`src/rtl/dot_nxn_stream_if.sv`:
```
// Streaming interface for dot_nxn_stream: kernel load port, window input
// handshake and result output handshake.
//   i_kernel_valid/i_kernel         : kernel write strobe and one packed kernel
//   o_kernels_loaded                : every kernel slot written since last reload
//   i_valid/o_ready/i_data          : window input handshake and packed NxN window
//   o_valid/i_ready                 : result output handshake
//   o_data/o_max/o_max_idx          : saturated per-kernel sums, channel max and its index
// Modport slave is the block side, master is the driver side.
interface dot_nxn_stream_if #(
    parameter int unsigned N             = 3,
    parameter int unsigned BitSize       = 4,
    parameter int unsigned KernelBitSize = 1,
    parameter int unsigned NumKernels    = 2,
    parameter int unsigned OutBitSize    = BitSize
) ();
    localparam int unsigned IdxW = (NumKernels > 1) ? $clog2(NumKernels) : 1;

    logic                               i_kernel_valid;
    logic [KernelBitSize*N*N-1:0]       i_kernel;
    logic                               o_kernels_loaded;
    logic                               i_valid;
    logic                               o_ready;
    logic [BitSize*N*N-1:0]             i_data;
    logic                               o_valid;
    logic                               i_ready;
    logic [NumKernels*OutBitSize-1:0]   o_data;
    logic [OutBitSize-1:0]              o_max;
    logic [IdxW-1:0]                    o_max_idx;

    modport slave (
        input  i_kernel_valid, i_kernel, i_valid, i_data, i_ready,
        output o_kernels_loaded, o_ready, o_valid, o_data, o_max, o_max_idx
    );

    modport master (
        output i_kernel_valid, i_kernel, i_valid, i_data, i_ready,
        input  o_kernels_loaded, o_ready, o_valid, o_data, o_max, o_max_idx
    );
endinterface

```
`src/rtl/dot_nxn_stream.sv`:
```
// Pipelined multi-kernel NxN dot product with channel-wise max.
// Holds NumKernels kernels (binary when KernelBitSize == 1, signed otherwise),
// accepts one window per cycle and emits one saturated sum per kernel plus the
// largest channel and its index, three register stages after acceptance.
// Ports:
//   clk   : clock, rising edge
//   reset : asynchronous active-high reset
//   strm  : dot_nxn_stream_if slave (kernel load, window in, result out)
module dot_nxn_stream #(
    parameter int unsigned N             = 3,
    parameter int unsigned BitSize       = 4,
    parameter int unsigned KernelBitSize = 1,
    parameter int unsigned NumKernels    = 2,
    parameter int unsigned OutBitSize    = BitSize
) (
    input  logic            clk,
    input  logic            reset,
    dot_nxn_stream_if.slave strm
);
    localparam int unsigned NN    = N * N;
    // Binary mode also lands on BitSize+1 since KernelBitSize is 1 there.
    localparam int unsigned ProdW = BitSize + KernelBitSize;
    localparam int unsigned AccW  = ProdW + $clog2(NN);
    localparam int unsigned IdxW  = (NumKernels > 1) ? $clog2(NumKernels) : 1;
    localparam int unsigned CmpW  = (AccW > OutBitSize) ? AccW : OutBitSize;
    localparam logic signed [CmpW-1:0] SatMax = CmpW'((64'sd1 <<< (OutBitSize - 1)) - 64'sd1);
    localparam logic signed [CmpW-1:0] SatMin = ~SatMax;

    logic [KernelBitSize*NN-1:0] kern_q [NumKernels];
    logic [IdxW-1:0]             wr_ptr_q;
    logic                        loaded_q;

    logic s1_valid_q, s2_valid_q, s3_valid_q;
    logic en, ready, accept;

    logic signed [ProdW-1:0]      prod_d [NumKernels][NN];
    logic signed [ProdW-1:0]      prod_q [NumKernels][NN];
    logic signed [AccW-1:0]       row_d  [NumKernels][N];
    logic signed [AccW-1:0]       row_q  [NumKernels][N];
    logic signed [CmpW-1:0]       tot;
    logic signed [OutBitSize-1:0] sat_d  [NumKernels];
    logic signed [OutBitSize-1:0] sat_q  [NumKernels];
    logic signed [OutBitSize-1:0] max_d, max_q;
    logic [IdxW-1:0]              idx_d, idx_q;

    assign en     = !s3_valid_q || strm.i_ready;
    assign ready  = loaded_q && en;
    assign accept = strm.i_valid && ready;

    // Kernel slots. With a single slot the write both starts and completes a
    // load, so the set wins.
    always_ff @(posedge clk or posedge reset) begin
        if (reset) begin
            for (int k = 0; k < NumKernels; k++) kern_q[k] <= '0;
            wr_ptr_q <= '0;
            loaded_q <= 1'b0;
        end else if (strm.i_kernel_valid) begin
            kern_q[wr_ptr_q] <= strm.i_kernel;
            if (wr_ptr_q == IdxW'(NumKernels - 1)) begin
                wr_ptr_q <= '0;
                loaded_q <= 1'b1;
            end else begin
                wr_ptr_q <= wr_ptr_q + IdxW'(1);
                if (wr_ptr_q == '0) loaded_q <= 1'b0;
            end
        end
    end

    // Products use the kernel values from before this edge.
    always_comb begin
        for (int k = 0; k < NumKernels; k++) begin
            for (int i = 0; i < NN; i++) begin
                if (KernelBitSize == 1) begin
                    prod_d[k][i] = kern_q[k][i] ?
                                   ProdW'($signed(strm.i_data[i*BitSize +: BitSize])) : '0;
                end else begin
                    prod_d[k][i] = ProdW'($signed(strm.i_data[i*BitSize +: BitSize]))
                                 * ProdW'($signed(kern_q[k][i*KernelBitSize +: KernelBitSize]));
                end
            end
        end
    end

    always_comb begin
        for (int k = 0; k < NumKernels; k++) begin
            for (int r = 0; r < N; r++) begin
                row_d[k][r] = '0;
                for (int c = 0; c < N; c++) begin
                    row_d[k][r] = row_d[k][r] + AccW'(prod_q[k][r*N + c]);
                end
            end
        end
    end

    // Saturate each total, then pick the max; strict '>' keeps the lowest index on ties.
    always_comb begin
        tot = '0;
        for (int k = 0; k < NumKernels; k++) begin
            tot = '0;
            for (int r = 0; r < N; r++) tot = tot + CmpW'(row_q[k][r]);
            sat_d[k] = (tot > SatMax) ? OutBitSize'(SatMax) :
                       (tot < SatMin) ? OutBitSize'(SatMin) : OutBitSize'(tot);
        end
        max_d = sat_d[0];
        idx_d = '0;
        for (int k = 1; k < NumKernels; k++) begin
            if (sat_d[k] > max_d) begin
                max_d = sat_d[k];
                idx_d = IdxW'(k);
            end
        end
    end

    always_ff @(posedge clk or posedge reset) begin
        if (reset) begin
            s1_valid_q <= 1'b0;
            s2_valid_q <= 1'b0;
            s3_valid_q <= 1'b0;
            for (int k = 0; k < NumKernels; k++) begin
                for (int i = 0; i < NN; i++) prod_q[k][i] <= '0;
                for (int r = 0; r < N; r++) row_q[k][r] <= '0;
                sat_q[k] <= '0;
            end
            max_q <= '0;
            idx_q <= '0;
        end else if (en) begin
            s1_valid_q <= accept;
            s2_valid_q <= s1_valid_q;
            s3_valid_q <= s2_valid_q;
            // Payloads only move with a valid item; bubbles leave them untouched.
            if (accept)     prod_q <= prod_d;
            if (s1_valid_q) row_q  <= row_d;
            if (s2_valid_q) begin
                sat_q <= sat_d;
                max_q <= max_d;
                idx_q <= idx_d;
            end
        end
    end

    always_comb begin
        strm.o_data = '0;
        for (int k = 0; k < NumKernels; k++) begin
            strm.o_data[k*OutBitSize +: OutBitSize] = sat_q[k];
        end
    end

    assign strm.o_valid          = s3_valid_q;
    assign strm.o_ready          = ready;
    assign strm.o_kernels_loaded = loaded_q;
    assign strm.o_max            = max_q;
    assign strm.o_max_idx        = idx_q;
endmodule

```
`src/flat_wrapper.sv`:
```
// flat-port wrapper written by rule: the top's interface ports become plain ports
module dot_nxn_stream_flat 
#(
    parameter int unsigned N             = 3,
    parameter int unsigned BitSize       = 4,
    parameter int unsigned KernelBitSize = 1,
    parameter int unsigned NumKernels    = 2,
    parameter int unsigned OutBitSize    = BitSize
)
  (clk, reset, strm_i_kernel_valid, strm_i_kernel, strm_i_valid, strm_i_data, strm_i_ready, strm_o_kernels_loaded, strm_o_ready, strm_o_valid, strm_o_data, strm_o_max, strm_o_max_idx);
  dot_nxn_stream_if #(.N(N), .BitSize(BitSize), .KernelBitSize(KernelBitSize), .NumKernels(NumKernels), .OutBitSize(OutBitSize)) strm_i ();
  input  logic clk;
  input  logic reset;
  input wire logic [$bits(strm_i.i_kernel_valid)-1:0] strm_i_kernel_valid;
  input wire logic [$bits(strm_i.i_kernel)-1:0] strm_i_kernel;
  input wire logic [$bits(strm_i.i_valid)-1:0] strm_i_valid;
  input wire logic [$bits(strm_i.i_data)-1:0] strm_i_data;
  input wire logic [$bits(strm_i.i_ready)-1:0] strm_i_ready;
  output wire logic [$bits(strm_i.o_kernels_loaded)-1:0] strm_o_kernels_loaded;
  output wire logic [$bits(strm_i.o_ready)-1:0] strm_o_ready;
  output wire logic [$bits(strm_i.o_valid)-1:0] strm_o_valid;
  output wire logic [$bits(strm_i.o_data)-1:0] strm_o_data;
  output wire logic [$bits(strm_i.o_max)-1:0] strm_o_max;
  output wire logic [$bits(strm_i.o_max_idx)-1:0] strm_o_max_idx;
  assign strm_i.i_kernel_valid = strm_i_kernel_valid;
  assign strm_i.i_kernel = strm_i_kernel;
  assign strm_i.i_valid = strm_i_valid;
  assign strm_i.i_data = strm_i_data;
  assign strm_i.i_ready = strm_i_ready;
  assign strm_o_kernels_loaded = strm_i.o_kernels_loaded;
  assign strm_o_ready = strm_i.o_ready;
  assign strm_o_valid = strm_i.o_valid;
  assign strm_o_data = strm_i.o_data;
  assign strm_o_max = strm_i.o_max;
  assign strm_o_max_idx = strm_i.o_max_idx;
  dot_nxn_stream #(.N(N), .BitSize(BitSize), .KernelBitSize(KernelBitSize), .NumKernels(NumKernels), .OutBitSize(OutBitSize)) u_core (.clk(clk), .reset(reset), .strm(strm_i));
endmodule
```
`config.mk`:
```
export PLATFORM = sky130hd
export DESIGN_NAME = dot_nxn_stream_flat
export DESIGN_NICKNAME = d
export VERILOG_FILES = /design/src/rtl/dot_nxn_stream_if.sv /design/src/rtl/dot_nxn_stream.sv /design/src/flat_wrapper.sv
export SDC_FILE = /design/constraint.sdc
export NUM_CORES = 1
export LEC_CHECK = 0
export ABC_CLOCK_PERIOD_IN_PS = 4800
export CAP_MARGIN = 20
export CELL_PAD_IN_SITES_DETAIL_PLACEMENT = 1
export CELL_PAD_IN_SITES_GLOBAL_PLACEMENT = 2
export CORE_AREA = 2 2 144 181
export CTS_CLUSTER_SIZE = 12
export DETAILED_ROUTE_END_ITERATION = 8
export DIE_AREA = 0 0 146 183
export GPL_ROUTABILITY_DRIVEN = 1
export PLACE_DENSITY = 0.72
export SLEW_MARGIN = 25
export SYNTH_ARGS = -nofsm -noshare
export SYNTH_HDL_FRONTEND = slang
export SYNTH_SLANG_ARGS = --single-unit
```
`constraint.sdc`:
```
create_clock -name clk -period 4.8 [get_ports clk]
set_input_delay 0.48 -clock clk [delete_from_list [all_inputs] [get_ports clk]]
set_output_delay 0.48 -clock clk [all_outputs]
set_load 0.02 [all_outputs]
```
Metal 1:
Cells faint in the background.
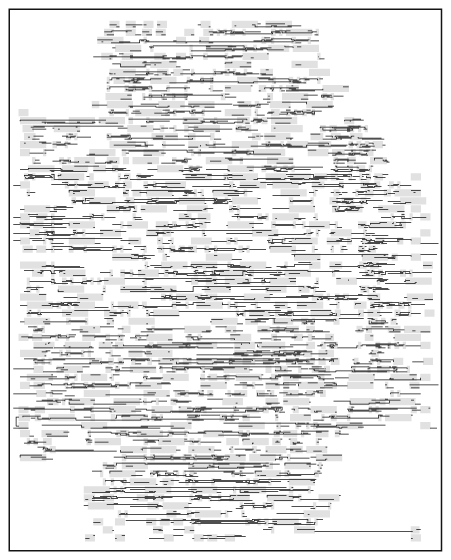
main direction: horizontal
wire length on this layer: 8970 um
longest straight run: 54.7 um
grt met1 use: 20.0%
wire length after detailed routing: 19500 um
routed vias: 5811

Routing congestion:
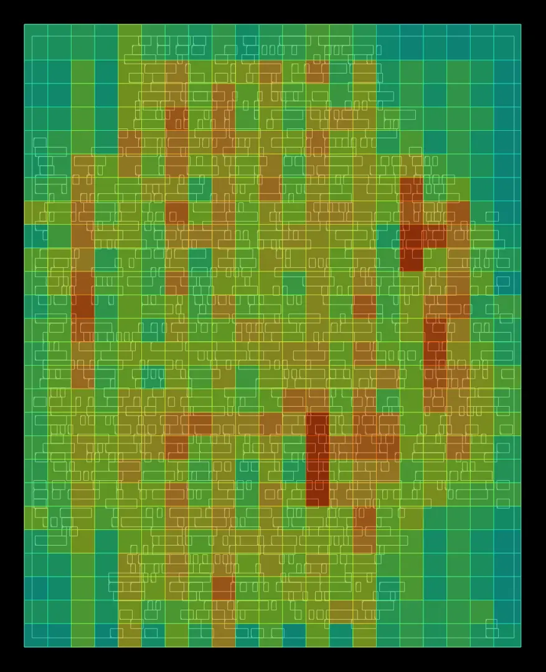
GRT busiest layer: met2
GR met2 Demand/Resource: 27.3%
final cell utilization of the core: 39.8%

Cell area per tile:
Bar = 50 um. The die is cut into 15 by 18 equal tiles; dark blue is low, red is high, 0 to 100% covered.
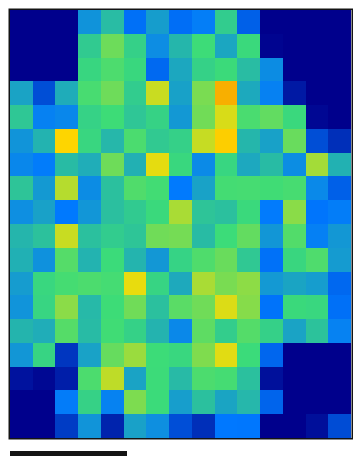
mean over tiles: 36%
emptiest ninth of the die: top right
tiles over 75% full: 1.1%
Pre-Place Util: 33.3%
core area: 25000 sq um

Signal wires on met2:
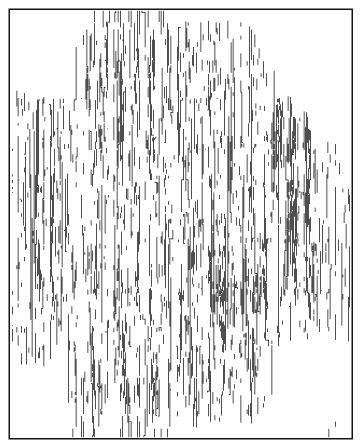
nets with wire on the layer: 873
longest straight run: 82.3 um
wire length on this layer: 10000 um

==> flow report <==
=================================================================================
Outcome                                                              finished clean
Via count of the first global-routing pass                                   6317
Fraction of the yosys area taken by sequential cells                        45.0%
DR WL met2                                                               10000 um
Destination of the worst hold path                                   u_core.strm.o_max[3]
Maximum number of pins on one net before global-route repair                   97
Setup Fix Bufs, Post-CTS                                                        0
Vias per cell                                                                4.63
Hold slack final                                                         0.476 ns
CP max FO                                                                       9
Count of plain and timing-repair buffers in the layout                         70
DRC violations left                                                             0
Clock sink count                                                              150
Minimum period implied by the final worst setup slack                     4.46 ns
CTS clk-pin slew, worst paths                                             0.06 ns
Max reg flops                                                                  72
Fillers                                                                      2895
Top cell family by delay on the critical path                        AND-OR/OR-AND gates
Last element of the critical path                                    u_core.strm.o_max[1]
Critical Path Source Type                                                register
GRT overflow                                                                    0
Slowest stage delay, CP                                                   0.42 ns
Y dimension of the die                                                     183 um
Startpoint of the most critical hold path                            u_core.strm.o_max[3]
Master of the slowest instance on the critical path                  sky130_fd_sc_hd__fa_1
Post-synthesis async set-or-reset flop share                                 100%
Sequential cell area in the final layout                               3750 sq um
Most common cell after layout, fill and taps aside                   sky130_fd_sc_hd__nand2_1
Count of warning messages emitted by the tools                                 26
Post-DR wirelength/cell                                                   15.6 um
Root Driver                                                          sky130_fd_sc_hd__clkbuf_16
Commonest cells after routing, fill and taps aside                   sky130_fd_sc_hd__nand2_1, sky130_fd_sc_hd__dfrtp_1, sky130_fd_sc_hd__o21ai_0, sky130_fd_sc_hd__inv_1, sky130_fd_sc_hd__clkdlybuf4s50_1
Number of sequential cells in the layout                                      150
Reg-to-reg slack, setup                                                   0.34 ns
Area share of fa/ha/maj cells after synthesis                               17.3%
Synthesis Warnings                                                              0
Share of layout cells above drive strength 1                                7.93%
Post-synthesis share of cell area spent on and-or and or-and gates          13.5%
Final TNS setup                                                              0 ns
Wire length of the first global-routing pass                             32800 um
Number of max-slew violations in the final report                               0
=================================================================================
